**src/rtl/apb_gpio_pkg.sv**
```systemverilog
`default_nettype none
// ============================================================================
// apb_gpio_pkg : FSM states, default widths and GPIO register offsets
//                (ST_WAIT exists only when APB_WAIT_EN is defined)
// Revision     : 1.0
// ============================================================================
package apb_gpio_pkg;

  localparam int c_def_addr_width = 8;
  localparam int c_def_data_width = 32;

  localparam logic [7:0] c_off_dir  = 8'h00;
  localparam logic [7:0] c_off_in   = 8'h04;
  localparam logic [7:0] c_off_out  = 8'h08;
  localparam logic [7:0] c_off_set  = 8'h0C;
  localparam logic [7:0] c_off_clr  = 8'h10;
  localparam logic [7:0] c_off_mode = 8'h14;

  typedef enum logic [1:0] {
    ST_IDLE   = 2'd0,
    ST_ACCESS = 2'd1,
    ST_RESP   = 2'd2
`ifdef APB_WAIT_EN
    , ST_WAIT = 2'd3
`endif
  } state_t;

endpackage
`default_nettype wire

```
**src/rtl/apb_gpio_bridge.sv**
```systemverilog
`default_nettype none
// ============================================================================
// apb_gpio_bridge : APB slave to GPIO register-port bridge, fixed latency.
//                   Define APB_WAIT_EN to add one wait cycle before PREADY.
// Revision        : 1.0
// ============================================================================
module apb_gpio_bridge
  import apb_gpio_pkg::*;
#(
  parameter int ADDR_WIDTH = c_def_addr_width,
  parameter int DATA_WIDTH = c_def_data_width
) (
  input  logic                    PCLK,
  input  logic                    PRESETn,
  input  logic                    PSEL,
  input  logic                    PENABLE,
  input  logic                    PWRITE,
  input  logic [ADDR_WIDTH-1:0]   PADDR,
  input  logic [DATA_WIDTH-1:0]   PWDATA,
  input  logic [DATA_WIDTH/8-1:0] PSTRB,
  output logic                    PREADY,
  output logic [DATA_WIDTH-1:0]   PRDATA,
  output logic                    PSLVERR,
  output logic                    gpio_wr_en,
  output logic                    gpio_rd_en,
  output logic [ADDR_WIDTH-1:0]   gpio_reg_addr,
  output logic [DATA_WIDTH-1:0]   gpio_wdata,
  output logic [DATA_WIDTH/8-1:0] gpio_strb,
  input  logic [DATA_WIDTH-1:0]   gpio_rdata,
  input  logic                    gpio_error
);

  localparam int c_strb_width = DATA_WIDTH / 8;

  state_t                  r_state;
  state_t                  w_state_nxt;
  logic                    w_setup;
  logic                    w_enable;
  logic [ADDR_WIDTH-1:0]   r_addr;
  logic                    r_write;
  logic [DATA_WIDTH-1:0]   r_wdata;
  logic [c_strb_width-1:0] r_strb;
  logic [DATA_WIDTH-1:0]   r_rdata;
  logic                    r_err;

  always_ff @(posedge PCLK or negedge PRESETn) begin
    if (!PRESETn) r_state <= ST_IDLE;
    else          r_state <= w_state_nxt;
  end

  always_comb begin
    w_state_nxt = r_state;
    w_setup     = 1'b0;
    w_enable    = 1'b0;
    gpio_wr_en  = 1'b0;
    gpio_rd_en  = 1'b0;
    PREADY      = 1'b0;
    PRDATA      = '0;
    PSLVERR     = 1'b0;
    case (r_state)
      ST_IDLE: begin
        if (PSEL && !PENABLE) begin
          w_setup     = 1'b1;
          w_state_nxt = ST_ACCESS;
        end
      end
      ST_ACCESS: begin
        // A dropped PSEL/PENABLE here is an abort: no GPIO strobe, no response
        if (PSEL && PENABLE) begin
          w_enable   = 1'b1;
          gpio_wr_en = r_write;
          gpio_rd_en = !r_write;
`ifdef APB_WAIT_EN
          w_state_nxt = ST_WAIT;
`else
          w_state_nxt = ST_RESP;
`endif
        end else begin
          w_state_nxt = ST_IDLE;
        end
      end
`ifdef APB_WAIT_EN
      ST_WAIT: w_state_nxt = ST_RESP;
`endif
      ST_RESP: begin
        PREADY      = 1'b1;
        PRDATA      = r_rdata;
        PSLVERR     = r_err;
        w_state_nxt = ST_IDLE;
      end
      default: w_state_nxt = ST_IDLE;
    endcase
  end

  always_ff @(posedge PCLK or negedge PRESETn) begin
    if (!PRESETn) begin
      r_addr  <= '0;
      r_write <= 1'b0;
      r_wdata <= '0;
      r_strb  <= '0;
      r_rdata <= '0;
      r_err   <= 1'b0;
    end else begin
      if (w_setup) begin
        r_addr  <= PADDR;
        r_write <= PWRITE;
        r_wdata <= PWDATA;
        r_strb  <= PWRITE ? PSTRB : '0;
      end
      if (w_enable) begin
        r_rdata <= r_write ? '0 : gpio_rdata;
        r_err   <= gpio_error;
      end
    end
  end

  assign gpio_reg_addr = r_addr;
  assign gpio_wdata    = r_wdata;
  assign gpio_strb     = r_strb;

endmodule
`default_nettype wire

```
**config.mk**
```make
export PLATFORM = sky130hd
export DESIGN_NAME = apb_gpio_bridge
export DESIGN_NICKNAME = d
export VERILOG_FILES = /design/src/rtl/apb_gpio_pkg.sv /design/src/rtl/apb_gpio_bridge.sv
export SDC_FILE = /design/constraint.sdc
export NUM_CORES = 1
export LEC_CHECK = 0
export ABC_AREA = 1
export CORE_UTILIZATION = 44
export CTS_BUF_LIST = sky130_fd_sc_hd__clkbuf_8
export CTS_CLUSTER_DIAMETER = 50
export CTS_CLUSTER_SIZE = 20
export DETAILED_ROUTE_END_ITERATION = 8
export PLACE_DENSITY = 0.92
export SLEW_MARGIN = 20
export SYNTH_ARGS = -nofsm -noshare
export SYNTH_HDL_FRONTEND = slang
export SYNTH_SLANG_ARGS = --single-unit
```
**constraint.sdc**
```tcl
create_clock -name PCLK -period 1.4 [get_ports PCLK]
set_input_delay 0.21 -clock PCLK [delete_from_list [all_inputs] [get_ports PCLK]]
set_output_delay 0.21 -clock PCLK [all_outputs]
set_load 0.02 [all_outputs]
```
==> run_1/m1.png <==
Supply wires on this layer in gray.
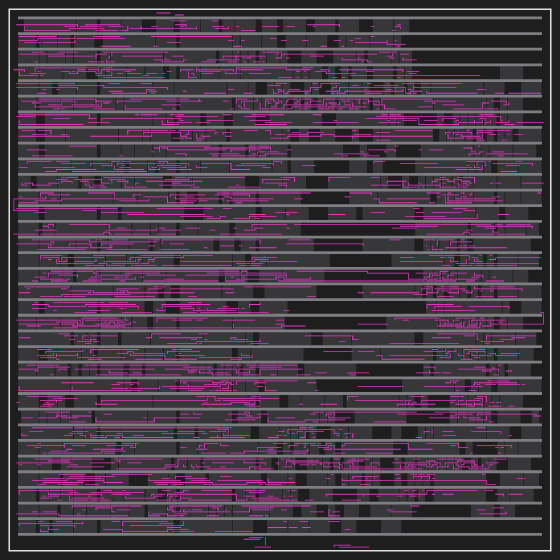
nets with wire on the layer: 647
main direction: horizontal
wire length on this layer: 5040 µm
share of all routed wire: 37%
total via count in the routed design: 4113
routed wire length: 13.7 mm
met1 track demand over resource in global routing: 0.278

==> run_1/congestion_map.png <==
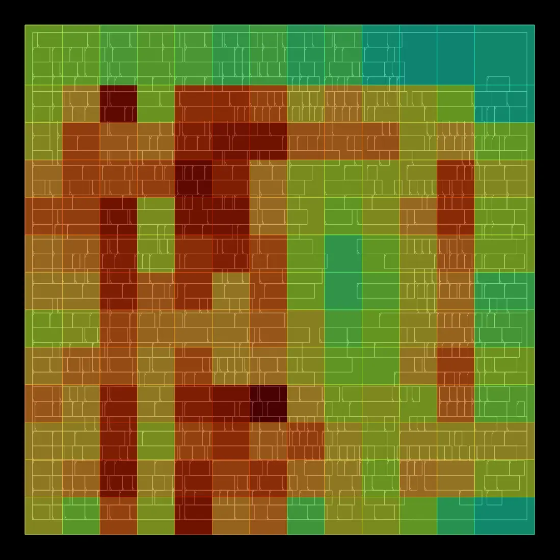
global routing usage on met3: 0.0712
total routing resource utilization after global routing: 0.253
final core utilization: 0.808

==> run_1/port_trees.png <==
The bar under the picture is 20 µm long.
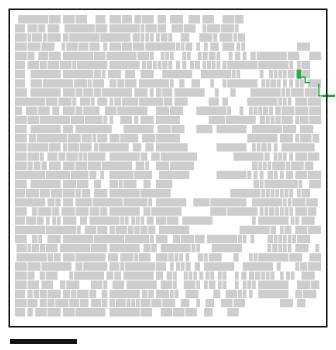
| port | color | bits | direction | end cells | buffers | wire |
|---|---|---|---|---|---|---|
| `PREADY` | green | 1 | output | 1 | 1 | 9.90 µm |
total of buffers placed on input and output ports: 161
I/O pin count: 162

==> notes.org, run 1 <==
* Implementation run

** Clock network
- Maximum number of buffers from clock root to sink :: 2
- Worst-skew pair later-pin latency :: 0.35 ns
- Sink Count :: 80
- TritonCTS built the clock tree.
- Per the post-CTS timing run, clock transition at the registers of the reported paths is 0.09 ns.
- Root Buffer Master :: sky130_fd_sc_hd__clkbuf_8
- The clock tree synthesis step divided the H-tree into 3 levels.

** GRT
- The initial antenna violation count was 0.
- Number of global-route vias before repair :: 3782
- First-pass GRT wire length :: 17.1 mm
- Maximum number of pins on one net before global-route repair :: 81
- Total congestion overflow :: 0

** Synth
- Cells taking the most area after synthesis :: sky130_fd_sc_hd__dfrtp_1 54%, sky130_fd_sc_hd__nand2_1 16%, sky130_fd_sc_hd__nand3_1 11%
- Adder Share, Synth :: 0
- Of the synthesized area, sequential elements account for 0.539.
- After synthesis, the share of cell area in mux cells is 0.
- Top logic cell family in the synthesized netlist :: simple AND/OR/NAND/NOR gates
- Gate Count Post-Synth :: 496
- In this run, the synthesized area fraction spent on AND-OR/OR-AND gates is recorded as 0.
- Tally of unique sky130hd cells used after synthesis :: 11
- Synth Net Count :: 578
- Post-synthesis average cell area :: 7.48 µm²
- Synthesized flop and latch total :: 80
- sky130_fd_sc_hd__dfrtp_1 takes more of the synthesized area than any other cell.
- Yosys stat counts 496 cells in the synthesized netlist.
- Chip Area, Yosys :: 0.00371 mm²
- The cell-mix breakdown from Yosys lists the XOR/XNOR area share as 0.
- Simple-gate area share of the yosys netlist :: 0.349
- Cell area after synthesis :: 0.00371 mm²
- Yosys printed 0 warnings.

** Placed design
- After detailed placement, the design holds a cell count of 754.
- STA on the placed design reports a worst setup slack of -0.448 ns.
- Global placement routability congestion :: 0.745
- Placed wire-length estimate :: 7.48 mm

** Setup path
- WS Path Type :: reg -> out
- The worst setup path is launched from a flop.
- CP Data Arrival Time :: 1.47 ns
- CP Capture Type :: output port
- STA lists the maximum fanout along the critical path as 3.

** Drt
- After detailed routing, the average wire length per cell comes to 17.5 µm.
- In the routed design, unresolved DRC markers number 0.
- For this run, the detailed router's first-pass iteration total came to 5.
- Nets still carrying antenna violations after routing amount to 0.
- In the routed layout, each cell is associated on average with a via count of 5.24.
- For this block, the initial DRC count from the detailed router was 173.

** Cells and area
- Fraction of layout cells with a size suffix above 1 :: 0.304
- From synthesis to final layout, the design area changed by 78.0%.
- In the final design database the tool counted 757 nets.
- Top library cells by usage in the layout, fill and taps aside :: 98 x sky130_fd_sc_hd__nand2_1, 80 x sky130_fd_sc_hd__clkdlybuf4s50_1, 79 x sky130_fd_sc_hd__dfrtp_1
- The number of antenna diodes in the final layout is 0.
- By instance count after routing, the leading logic cell type is sky130_fd_sc_hd__nand2_1.

** Timing
- In the final run the clock tree shows a worst skew of 0.0162 ns.
- At the pin with the least slew margin, the transition time is 0.416 ns.
- Per the slew report, the remaining headroom to the max-slew limit stands at 0.723.
- Unrepaired setup endpoints after global routing :: yes
- Pins over their slew limit in the final report were tallied at 0.
- Final number of setup-violating endpoints :: 81
- After layout, the minimum clock period comes to 1.68 ns.
- Based on the critical path, the design can be clocked at up to 596 MHz.
- Worst hold slack :: 0.417 ns
- The final layout reports a setup TNS of -11.05 ns.
- The final timing report lists a hold violation count of 0.
- Final critical-path setup slack :: -0.279 ns
- Part of the cycle the worst path needs :: 1.20

** Status
- The checks that failed: negative setup slack.
- The run finished, with violations left.

** Power and ir drop
- In this run the power density over the cells is 1100 mW/mm².
- Worst voltage drop across the vdd grid :: 801 µV

** Floorplan
- According to the floorplan report, the total die area is 0.00881 mm².
- The initialized floorplan defines 33 standard-cell rows.
- Per the OpenROAD floorplan log, the area of the core is 0.00818 mm².
- According to the floorplan report, the die width is 93.9 µm.
- Initial Util :: 0.454
- Vertical extent of the die :: 93.9 µm

** Run
- The number of warnings reported in the stage logs is 28.
- Max-cap viol count :: 0

** Worst hold path
- The type recorded for the worst min-delay path is in -> reg.
## run 1: metrics by stage
step / cell area (µm²) / power [mW]
detailed placement: 5510 / 4.85
global route: 6610 / 7.61
finish: 6610 / 7.30
floorplan: 3710 / 3.86
global placement: 5510 / 4.76
CTS: 5830 / 6.80
## run 1: metal layers
layer  track usage  vias to the layer above  wire [µm]
met5             0                        -          0
met4         0.105                        0        519
met3        0.0712                       46       1150
met2         0.454                      223       7010
met1         0.278                     2008       5040
li1              -                     1836          -
## run 1: worst paths after layout
kind                                  start                to  slack [ns]  cells after the start
max in group asynchronous           PRESETn       r_rdata[26]        0.63                      3
worst max register to register   r_state[1]    gpio_wdata[12]       -0.14                      8
worst max-delay path             r_state[0]        gpio_wr_en       -0.28                      6
worst min-delay path              PWDATA[6]     gpio_wdata[6]        0.42                      3
worst min register to register  r_rdata[16]       r_rdata[16]        0.48                      2
min in group asynchronous           PRESETn  gpio_reg_addr[4]        0.43                      3
## run 1: sequential cells by signal (all words and copies together), names as in the netlist
register and count:
gpio_wdata 32, r_rdata 32, gpio_reg_addr 8, gpio_strb 4, r_state 2, r_err 1, r_write 1
## run 1: cell usage after synthesis, drive strengths merged
library cell	n
nand2	164
dfrtp	80
nand3	78
inv	75
nor2	70
buf	19
clkbuf	9
clkinv	1
## run 1: final cells by class
type                            instances  area [µm²]
Clock inverter                          7         119
Tap cell                              105         131
Clock buffer                            9         124
Fill cell                             443        1570
Timing Repair Buffer                  195        2070
Multi-Input combinational cell        313        1870
Inverter                               76         285
Sequential cell                        80        2000
## run 1: critical path, cell delays in order (launching register included)
cell	delay, ns
sky130_fd_sc_hd__dfrtp_1	0.39
sky130_fd_sc_hd__inv_2	0.08
sky130_fd_sc_hd__buf_6	0.12
sky130_fd_sc_hd__nor2_4	0.10
sky130_fd_sc_hd__nand2_2	0.10
sky130_fd_sc_hd__nor2_1	0.15
sky130_fd_sc_hd__buf_4	0.17
## run 1: where the power goes
part           switching, mW  internal, mW
Combinational           1.23         0.917
Sequential             0.350          2.73
Clock                  0.883          1.19
## run 1: cells by family after synthesis
family	Yosys count
buffers and inverters	104
and+or+nand+nor	312
DFF	80
## run 1: timing repair
item	in CTS	in global routing
pin swaps	3	27
hold buffers	1	0
endpoints found under the setup margin	80	112
resized	267	165
setup buffers	2	5
cloned	2	8
endpoints found under the hold margin	80	0
--- run 2 (diff from run 1) ---
--- a/config.mk
+++ b/config.mk
@@ -11,8 +11,8 @@
 export CTS_CLUSTER_DIAMETER = 50
 export CTS_CLUSTER_SIZE = 20
 export DETAILED_ROUTE_END_ITERATION = 8
+export MAX_ROUTING_LAYER = met4
 export PLACE_DENSITY = 0.92
-export SLEW_MARGIN = 20
 export SYNTH_ARGS = -nofsm -noshare
 export SYNTH_HDL_FRONTEND = slang
 export SYNTH_SLANG_ARGS = --single-unit
==> run_2/ff_map.png <==
Other sequential cells in the stronger gray, the rest of the logic in the fainter gray.
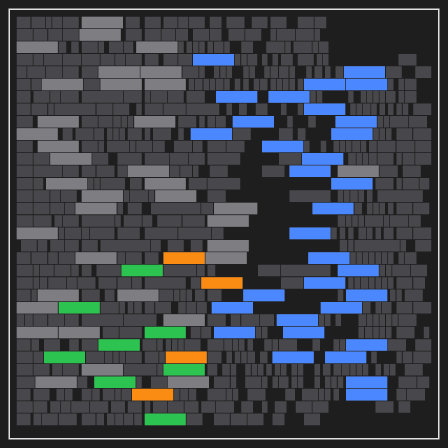
| netlist name | color | placed flops |
|---|---|---|
| `gpio_reg_addr` | green | 8 |
| `r_rdata` | blue | 32 |
| `gpio_strb` | orange | 4 |
area occupied by registers: 0.00200 mm²
final core utilization: 0.808
power consumed by sequential cells: 3.08 mW

==> run 2 against run 1 <==
  * Synthesized area is the same
  * Final area is essentially flat
  * Highest routed layer unchanged
  * The run still ends with negative setup slack left
  * Worst hold slack gained 0.0091 ns
  * Maximum frequency grew 3.7%
==> notes.org, run 2 <==
* Implementation run

** Synth
- The number of nets in the synthesized netlist is 578.
- Tally of unique sky130hd cells used after synthesis :: 11
- In this run, the synthesized area fraction spent on and/or/nand/nor cells is recorded as 0.349.
- Synthesized flop and latch total :: 80
- The cell-mix breakdown from Yosys lists the adder-cell area share as 0.
- Gate Count Post-Synth :: 496
- The synthesis stats list as the most numerous cell sky130_fd_sc_hd__nand2_1.
- Share of async-settable or async-resettable flops after synthesis :: 1.00
- Of the post-synthesis cell area, the part taken by muxes is 0.
- Cell area after synthesis :: 0.00371 mm²
- Post-synthesis cell type with the largest combined area :: sky130_fd_sc_hd__dfrtp_1
- Area fraction in xor and xnor cells :: 0
- Per Yosys stat, the portion of area used by sequential elements is 0.539.
- EDFF count, synth :: 0
- Ranked by instance count, the synthesized netlist is headed by 162 x sky130_fd_sc_hd__nand2_1, 80 x sky130_fd_sc_hd__dfrtp_1, 78 x sky130_fd_sc_hd__nand3_1.
- Compound-Gate Fraction of Synth Area :: 0
- Synthesis warning total :: 0
- Synth Flop Type :: sky130_fd_sc_hd__dfrtp_1
- Post-synthesis average cell area :: 7.48 µm²
- Number of cells in Yosys stat :: 496
- The area recorded from the Yosys report for this design is 0.00371 mm².
- Cells taking the most area after synthesis :: sky130_fd_sc_hd__dfrtp_1 54%, sky130_fd_sc_hd__nand2_1 16%, sky130_fd_sc_hd__nand3_1 11%

** Setup path
- WS Path Type :: reg -> out
- The worst setup path is captured at an output port.
- The arrival time of data at the worst endpoint is listed as 1.41 ns.
- The worst setup path is launched from a flop.
- Worst-path fanout max :: 8

** Timing
- Part of the cycle the worst path needs :: 1.16
- Time the final worst path needs with I/O delays and setup :: 1.62 ns
- Hold is met by 0.426 ns.
- Based on the critical path, the design can be clocked at up to 618 MHz.
- The worst pin sits at a relative slew slack of 0.719.
- On the final layout, the worst clock skew is 0.0169 ns.
- Aggregate negative setup slack :: -10.70 ns
- Endpoints with negative setup slack in the final report add up to 81.
- For reference, the final report shows the hold violation count at 0.
- Final critical-path setup slack :: -0.219 ns
- Unrepaired setup endpoints after global routing :: yes
- For the pin with the worst max-slew slack, the measured transition is 0.421 ns.

** Power and ir drop
- Fraction of power spent switching nets :: 0.338
- Cell internal pwr :: 4.84 mW
- VDD sags by at most 940 µV.
- Comb power frac :: 0.295
- Switching component of the power :: 2.48 mW
- Of the total power, the clock network draws 0.284.
- Of the total power, registers draw 0.422.
- Total power density per cell area :: 1110 mW/mm²

** Placed design
- Note, the detailed placer reported a final HPWL of 7.48 mm.
- The placement summary gives the final routability congestion estimate as 0.755.
- Number of cells after detailed placement :: 754
- The count of buffers added on input and output ports is 161.
- Post-place setup slack :: -0.448 ns

** Clock network
- The clock tree synthesis step divided the H-tree into 3 levels.
- Clock input transition at the sequential cells of the worst setup and hold paths :: 0.09 ns
- In this run the clock root is driven by a sky130_fd_sc_hd__clkbuf_8.
- The later pin in the worst-skew pair is clocked with a latency of 0.35 ns.
- The clock drives 80 sinks.
- TritonCTS built the clock tree.
- CTS reports a maximum clock tree buffer depth of 2.

** Run
- In this run the tools logged warnings totalling 28.
- The run reported a max-capacitance violation count of 0.

** Drt
- Drt wl/cell :: 17.8 µm
- Post-DR vias/cell :: 5.20
- Per the post-route antenna check, the number of violating nets is 0.
- For this block, the initial DRC count from the detailed router was 234.
- First-pass iteration count of the detailed router :: 5

** Floorplan
- Floorplan row count :: 33
- Placeable core region :: 0.00818 mm²
- Die X-Extent :: 93.9 µm
- The floorplan step set the die height to 93.9 µm.
- For this design the top-level I/O count stands at 162.
- Per the OpenROAD floorplan log, the area of the die is 0.00881 mm².
- Initial Util :: 0.454

** GRT
- Overall routing resource usage recorded by global route was 0.260.
- The number of global-route vias before repair came to 3785.
- Maximum number of pins on one net before global-route repair :: 81
- Antenna violations before repair :: 0
- Per the GRT congestion report, total overflow comes to 0.

** Status
- Violations in the final reports :: negative setup slack
- The run finished, with violations left.

** Cells and area
- In the final layout, the share of cells above drive strength 1 is 0.301.
- Non-Filler Cell Area, Final :: 0.00660 mm²
- Most numerous logic cell after layout :: sky130_fd_sc_hd__nand2_1
- # nets final :: 757
- Number of antenna cells inserted :: 0
- Area overhead of the layout relative to synthesis :: 77.9%

** Worst hold path
- In this run the worst hold path is classified as in -> async.
==> run_2/m1.png <==
Supply wires on this layer in gray.
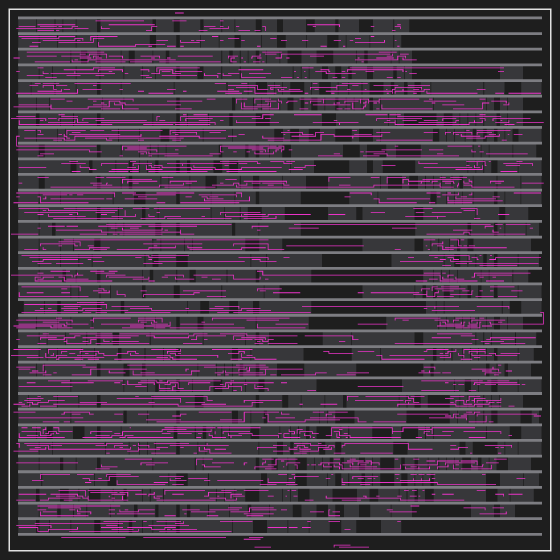
wire length on this layer: 5150 µm
nets with wire on the layer: 663
routed wire length: 14.0 mm
met1 track demand over resource in global routing: 0.287
total via count in the routed design: 4082

## run 2: cell counts after synthesis
No cell type changed its count.
## run 2: layout make-up
type | instances | area, µm²
Timing Repair Buffer | 195 | 2070
Sequential cell | 80 | 2000
Multi-Input combinational cell | 313 | 1870
Fill cell | 431 | 1570
Inverter | 76 | 285
Tap cell | 105 | 131
Clock buffer | 9 | 124
Clock inverter | 7 | 119
## run 2: path summary, 6_finish.rpt
check                            startpoint              to  slack (ns)  cells past startpoint
min in group PCLK                PWDATA[14]  gpio_wdata[14]        0.43                      3
worst min-delay path                PRESETn  gpio_wdata[27]        0.43                      3
worst max-delay path             r_state[0]       PRDATA[1]       -0.22                      5
max in group asynchronous           PRESETn     r_rdata[26]        0.62                      3
worst max register to register   r_state[1]   gpio_wdata[6]       -0.15                      8
worst min register to register  r_rdata[19]     r_rdata[19]        0.48                      2
## run 2: worst max-delay path: stages, from the launching register on
cell	delay, ns
sky130_fd_sc_hd__dfrtp_1	0.41
sky130_fd_sc_hd__inv_2	0.12
sky130_fd_sc_hd__nand2_8	0.10
sky130_fd_sc_hd__clkbuf_16	0.18
sky130_fd_sc_hd__nor2_1	0.10
sky130_fd_sc_hd__buf_4	0.16
## run 2: repair_timing
item,in CTS,in global routing
pin swaps,3,27
cloned,2,8
endpoints found under the hold margin,80,0
buffers inserted,2,5
hold buffers,1,0
gates resized,267,163
endpoints found under the setup margin,80,111
## run 2: logic make-up after synthesis
family        after synthesis
buf+inv                   104
simple gates              312
flops                      80
## run 2: per-layer routing
metal | part of all wire | global-route usage | vias up
li1 | - | - | 1840
met2 | 0.53 | 0.455 | 240
met4 | 0.027 | 0.105 | 0
met5 | 0 | - | -
met3 | 0.071 | 0.0574 | 35
met1 | 0.37 | 0.287 | 1967
## run 2: power groups by stage
stage | clock network (mW) | registers, mW | logic (mW)
after global routing | 2.19 | 3.12 | 2.32
after detailed placement | 0 | 3.02 | 1.83
final | 2.08 | 3.08 | 2.15
after global placement | 0 | 3.00 | 1.76
after floorplan | 0 | 3.22 | 0.644
after CTS | 2.07 | 2.97 | 1.75
--- run 3 (diff from run 2) ---
--- a/config.mk
+++ b/config.mk
@@ -5,14 +5,14 @@
 export SDC_FILE = /design/constraint.sdc
 export NUM_CORES = 1
 export LEC_CHECK = 0
-export ABC_AREA = 1
-export CORE_UTILIZATION = 44
+export ABC_AREA = 0
+export CORE_UTILIZATION = 43
 export CTS_BUF_LIST = sky130_fd_sc_hd__clkbuf_8
 export CTS_CLUSTER_DIAMETER = 50
 export CTS_CLUSTER_SIZE = 20
 export DETAILED_ROUTE_END_ITERATION = 8
 export MAX_ROUTING_LAYER = met4
-export PLACE_DENSITY = 0.92
+export PLACE_DENSITY = 0.91
 export SYNTH_ARGS = -nofsm -noshare
 export SYNTH_HDL_FRONTEND = slang
 export SYNTH_SLANG_ARGS = --single-unit
==> run_3/ff_map.png <==
Other sequential cells in the stronger gray, the rest of the logic in the fainter gray.
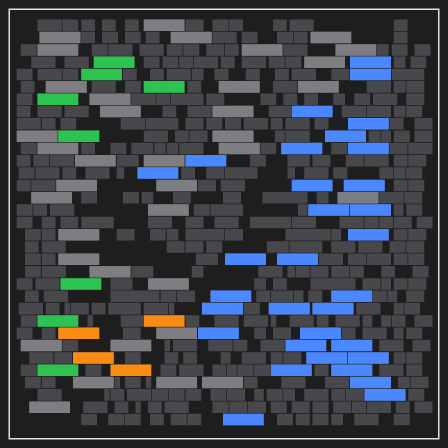
| netlist name | color | placed flops |
|---|---|---|
| `gpio_strb` | orange | 4 |
| `gpio_reg_addr` | green | 8 |
| `r_rdata` | blue | 32 |
not colored: 36
power consumed by sequential cells: 3.10 mW
final core utilization: 0.749
area occupied by registers: 0.00200 mm²

==> run 3 against run 2 <==
  * The run still ends with negative setup slack left
  * Cell count shrank 30%
  * Clock skew shrank 0.0069 ns
  * Combinational power about the same
  * Synthesized area is 0.91% lower
  * Die size rose by 1.4%
  * Worst hold slack improved by 0.018 ns
  * Sequential share of layout area grew 2.0 points
==> notes.org, run 3 <==
* Implementation run

** Status
- The flow ran to the end, but the final reports show violations.
- Violations in the final reports :: negative setup slack

** Clock network
- TritonCTS clock tree :: yes
- Sink Count :: 80
- TritonCTS Buffers :: 9
- Per the skew report, the later register of the worst-skew pair sees a clock latency of 0.33 ns.
- H-tree depth :: 3
- Clock input transition at the sequential cells of the worst setup and hold paths :: 0.08 ns
- Looking at the clock tree report, the root buffer type is sky130_fd_sc_hd__clkbuf_8.
- Maximum number of buffers from clock root to sink :: 2

** GRT
- The first global-routing pass estimated 14.7 mm of wire.
- The initial antenna violation count was 0.
- Total congestion overflow :: 0
- Entering global routing, the biggest net connects 81 pins.
- Number of global-route vias before repair :: 2872
- Overall routing resource usage recorded by global route was 0.229.
- Layer with the highest usage after global routing :: met2
- The global routing report lists met3 layer usage as 0.0346.

** Placed design
- Global placement routability congestion :: 0.729
- Placed wire-length estimate :: 5.94 mm
- Total of buffers placed on input and output ports :: 161
- Post-place setup slack :: -0.506 ns

** Synth
- Top logic cell family in the synthesized netlist :: multiplexers
- For reference, the mux area share after synthesis is 0.275.
- Synthesized flop and latch total :: 80
- Simple-gate area share of the yosys netlist :: 0.133
- At floorplan, the net count of the design was reported as 333.
- Chip Area, Yosys :: 0.00368 mm²
- Gate Count Post-Synth :: 251
- Yosys attributes the largest share of cell area to sky130_fd_sc_hd__dfrtp_1 54%, sky130_fd_sc_hd__mux2_4 15%, sky130_fd_sc_hd__mux2_2 11%.
- The synthesized netlist occupies a cell area of 0.00368 mm².
- Synth Flop Type :: sky130_fd_sc_hd__dfrtp_1
- Compound-Gate Fraction of Synth Area :: 0
- Each instance of the synthesized netlist takes up on average 14.7 µm².
- Number of cells in Yosys stat :: 251
- The area fraction of the largest cell type after synthesis is 0.544.
- The cell-mix breakdown from Yosys lists the adder-cell area share as 0.
- Seq share, synth :: 0.544
- The synthesis log from Yosys contains 0 warnings.
- Post-synthesis cell type with the largest combined area :: sky130_fd_sc_hd__dfrtp_1
- Area fraction in xor and xnor cells :: 0
- Most common cell in the synthesized netlist :: sky130_fd_sc_hd__dfrtp_1
- Tally of unique sky130hd cells used after synthesis :: 15
- EDFF count, synth :: 0
- Per the synth stats, the proportion of register bits with asynchronous set or reset is 1.00.
- By count the netlist is led by 80 x sky130_fd_sc_hd__dfrtp_1, 37 x sky130_fd_sc_hd__mux2_2, 37 x sky130_fd_sc_hd__mux2_4.

** Floorplan
- For this configuration, the core starts out at a cell density of 0.445.
- The die is 94.5 µm wide.
- Per the OpenROAD floorplan log, the area of the core is 0.00826 mm².
- I/O pin count :: 162
- Per the OpenROAD floorplan log, the height of the die is 94.5 µm.
- For reference, the placement row count at floorplan is 33.
- The chip occupies 0.00893 mm².

** Setup path
- Reg-to-reg slack, setup :: -0.27 ns
- Highest-delay cell along the critical path :: sky130_fd_sc_hd__dfrtp_1
- Worst stage delay on the critical path :: 0.39 ns
- The critical path in this run is classified as reg -> reg.
- CP Capture Type :: flop
- According to the timing report, the arrival time at the worst endpoint equals 1.89 ns.
- Most prevalent standard cell on the critical path :: sky130_fd_sc_hd__buf_6
- Crit path launch type :: flop
- The report shows a maximum critical-path fanout of 10.
- Endpoint required time on the critical path :: 1.61 ns
- The cell sequence reported for the critical path is buf_6, buf_6, nor4b_4, buf_6, buf_12, mux2_4.

** Timing
- Final critical-path setup slack :: -0.274 ns
- Part of the cycle the worst path needs :: 1.20
- The worst pin sits at a relative slew slack of 0.722.
- Final number of setup-violating endpoints :: 114
- Final clock skew :: 0.0100 ns
- Time the final worst path needs with I/O delays and setup :: 1.67 ns
- The final hold violation count recorded for this run is 0.
- The final layout reports a setup TNS of -25.66 ns.
- Number of pins with negative max-slew slack in the final report :: 0
- The transition time recorded at the tightest slew-check pin is 0.416 ns.
- Unrepaired setup endpoints after global routing :: yes
- Achievable clock frequency :: 597 MHz

** Cells and area
- The filler cells instantiated in the layout total 541.
- Area overhead of the layout relative to synthesis :: 68.2%
- In the layout the commonest cells are 80 x sky130_fd_sc_hd__dfrtp_1, 80 x sky130_fd_sc_hd__clkdlybuf4s50_1, 74 x sky130_fd_sc_hd__mux2_4.
- Combinational cell area excluding buffers and inverters :: 0.00174 mm²
- Fraction of layout cells with a size suffix above 1 :: 0.437
- After the last flow step, the layout net total stands at 524.
- For this run, the script counts the antenna cells in the layout as 0.

** Drt
- In the post-route report, total wirelength is listed as 9.62 mm.
- Total via count in the routed design :: 2640
- Detailed-route iteration 0 reported a violation count of 51.
- Post-route ant nets :: 0
- Total DRC errors in the routed layout :: 0
- Post-DR vias/cell :: 4.79
- First-pass iteration count of the detailed router :: 4

** Run
- The run reported a max-capacitance violation count of 0.
- OpenROAD emitted warnings numbering 29.

** Power and ir drop
- Worst voltage drop across the vdd grid :: 687 µV
- In this run the static leakage power is 2.97 nW.
- Total power normalized to cell area comes to 1110 mW/mm².

** Worst hold path
- The path class of the tightest hold or removal check is in -> async.
==> run_3/congestion_map.png <==
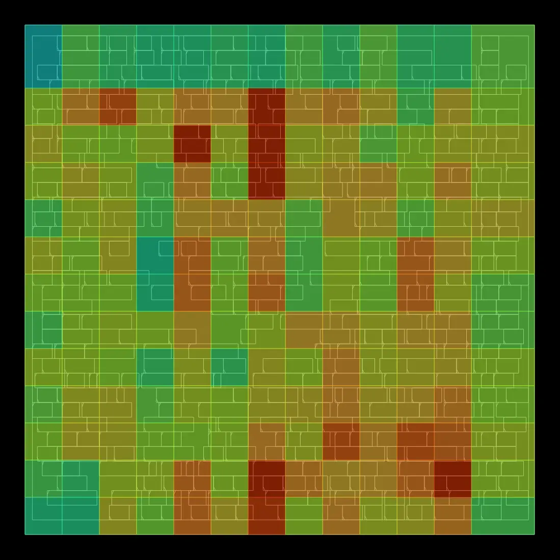
met1 track demand over resource in global routing: 0.275
drt wl/cell: 17.5 µm
met2 Track Usage GR: 0.388

-- run 3: netlist changes by cell type in the layout (fill, tap and decap cells not counted), moves of 19 or more --
cell / change
sky130_fd_sc_hd__nand2_1: -94
sky130_fd_sc_hd__buf_4: -19
sky130_fd_sc_hd__and2_4: +34
sky130_fd_sc_hd__nand3_1: -59
sky130_fd_sc_hd__nand2_4: -23
sky130_fd_sc_hd__buf_6: +22
sky130_fd_sc_hd__mux2_4: +74
sky130_fd_sc_hd__nor2_1: -38
sky130_fd_sc_hd__inv_1: -70
sky130_fd_sc_hd__nand2_2: -41
-- run 3: report_power, final --
part / leakage [nW] / switching (mW) / internal [mW] / total (mW)
registers: 0.987 / 0.297 / 2.81 / 3.10
logic: 1.88 / 0.855 / 1.29 / 2.14
clock network: 0.103 / 0.783 / 0.849 / 1.63
-- run 3: logic make-up (layout without fill, tap and decap cells) --
family	after synthesis	count (layout)
and+or+nand+nor	74	74
DFF	80	80
muxes	78	78
buffers and inverters	19	214
-- run 3: repair_timing --
| item | 4_1_cts | 5_1_grt |
|---|---|---|
| setup endpoints to repair | 158 | 115 |
| hold endpoints to repair | 80 | 0 |
| buffers inserted | 9 | 4 |
| cloned | 5 | 1 |
| resized | 336 | 23 |
| hold buffers | 1 | 0 |
| pin swaps | 6 | 15 |
-- run 3: metrics by stage --
stage          hold WS, ns  total power [mW]  cell area (µm²)  instances
6_report             0.444              6.88             6190        551
3_3_place_gp         0.264              5.09             5490        520
4_1_cts              0.439              6.89             6150        550
3_5_place_dp         0.271              5.16             5490        520
2_1_floorplan      -0.0856              4.16             3680        251
5_1_grt              0.447              7.21             6190        551
-- run 3: path summary, 6_finish.rpt --
check | to | start | cells past startpoint
setup / recovery | gpio_wdata[8] | r_state[1] | 6
hold / removal | r_rdata[17] | PRESETn | 3
setup reg to reg | gpio_wdata[8] | r_state[1] | 6
hold reg to reg | gpio_wdata[28] | gpio_wdata[28] | 1
max in group asynchronous | gpio_wdata[2] | PRESETn | 3
min in group PCLK | gpio_strb[2] | PSTRB[2] | 3
-- run 3: critical path, delay by kind of cell, from the launching register on --
family        cells  cell delay, ns
mux               1            0.30
simple gates      1            0.31
flops             1            0.39
buf+inv           4            0.55
-- run 3: routing by layer --
layer / share of wire / up-vias
met5: 0 / -
met4: 0.010 / 0
met3: 0.050 / 6
met2: 0.53 / 99
met1: 0.41 / 1323
li1: - / 1212
-- run 3: area by class of cell --
cell class,instances,area share
sequential,80,0.324
timing repair buffer,195,0.342
clock inverter,5,0.00789
multi-input combinational,152,0.281
tap,105,0.0212
clock buffer,10,0.0222
inverter,4,0.00243

## Gallery

Metal 2.
shot_01.png
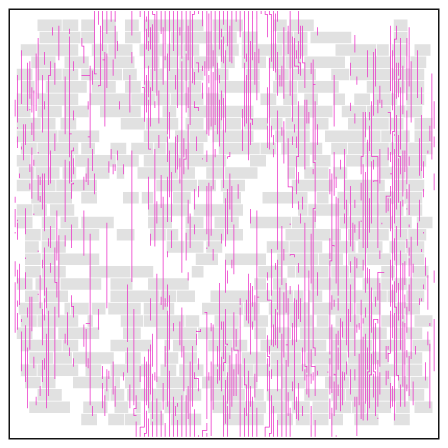
shot_02.png
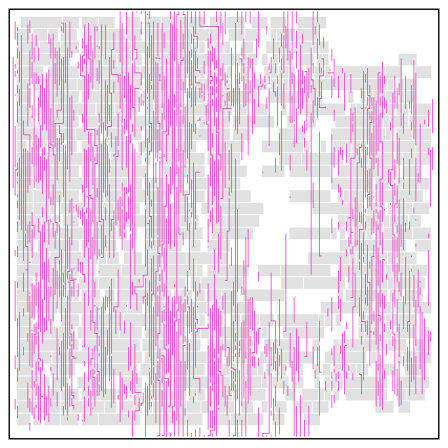
For run 1, see shot_02.png.
For run 3, see shot_01.png.

Key to shot_02.png:
longest straight run: 42.5 µm
share of all routed wire: 51%
wire length on this layer: 7010 µm
nets with wire on the layer: 676
main direction: vertical

Power and IR drop assume default switching activity.
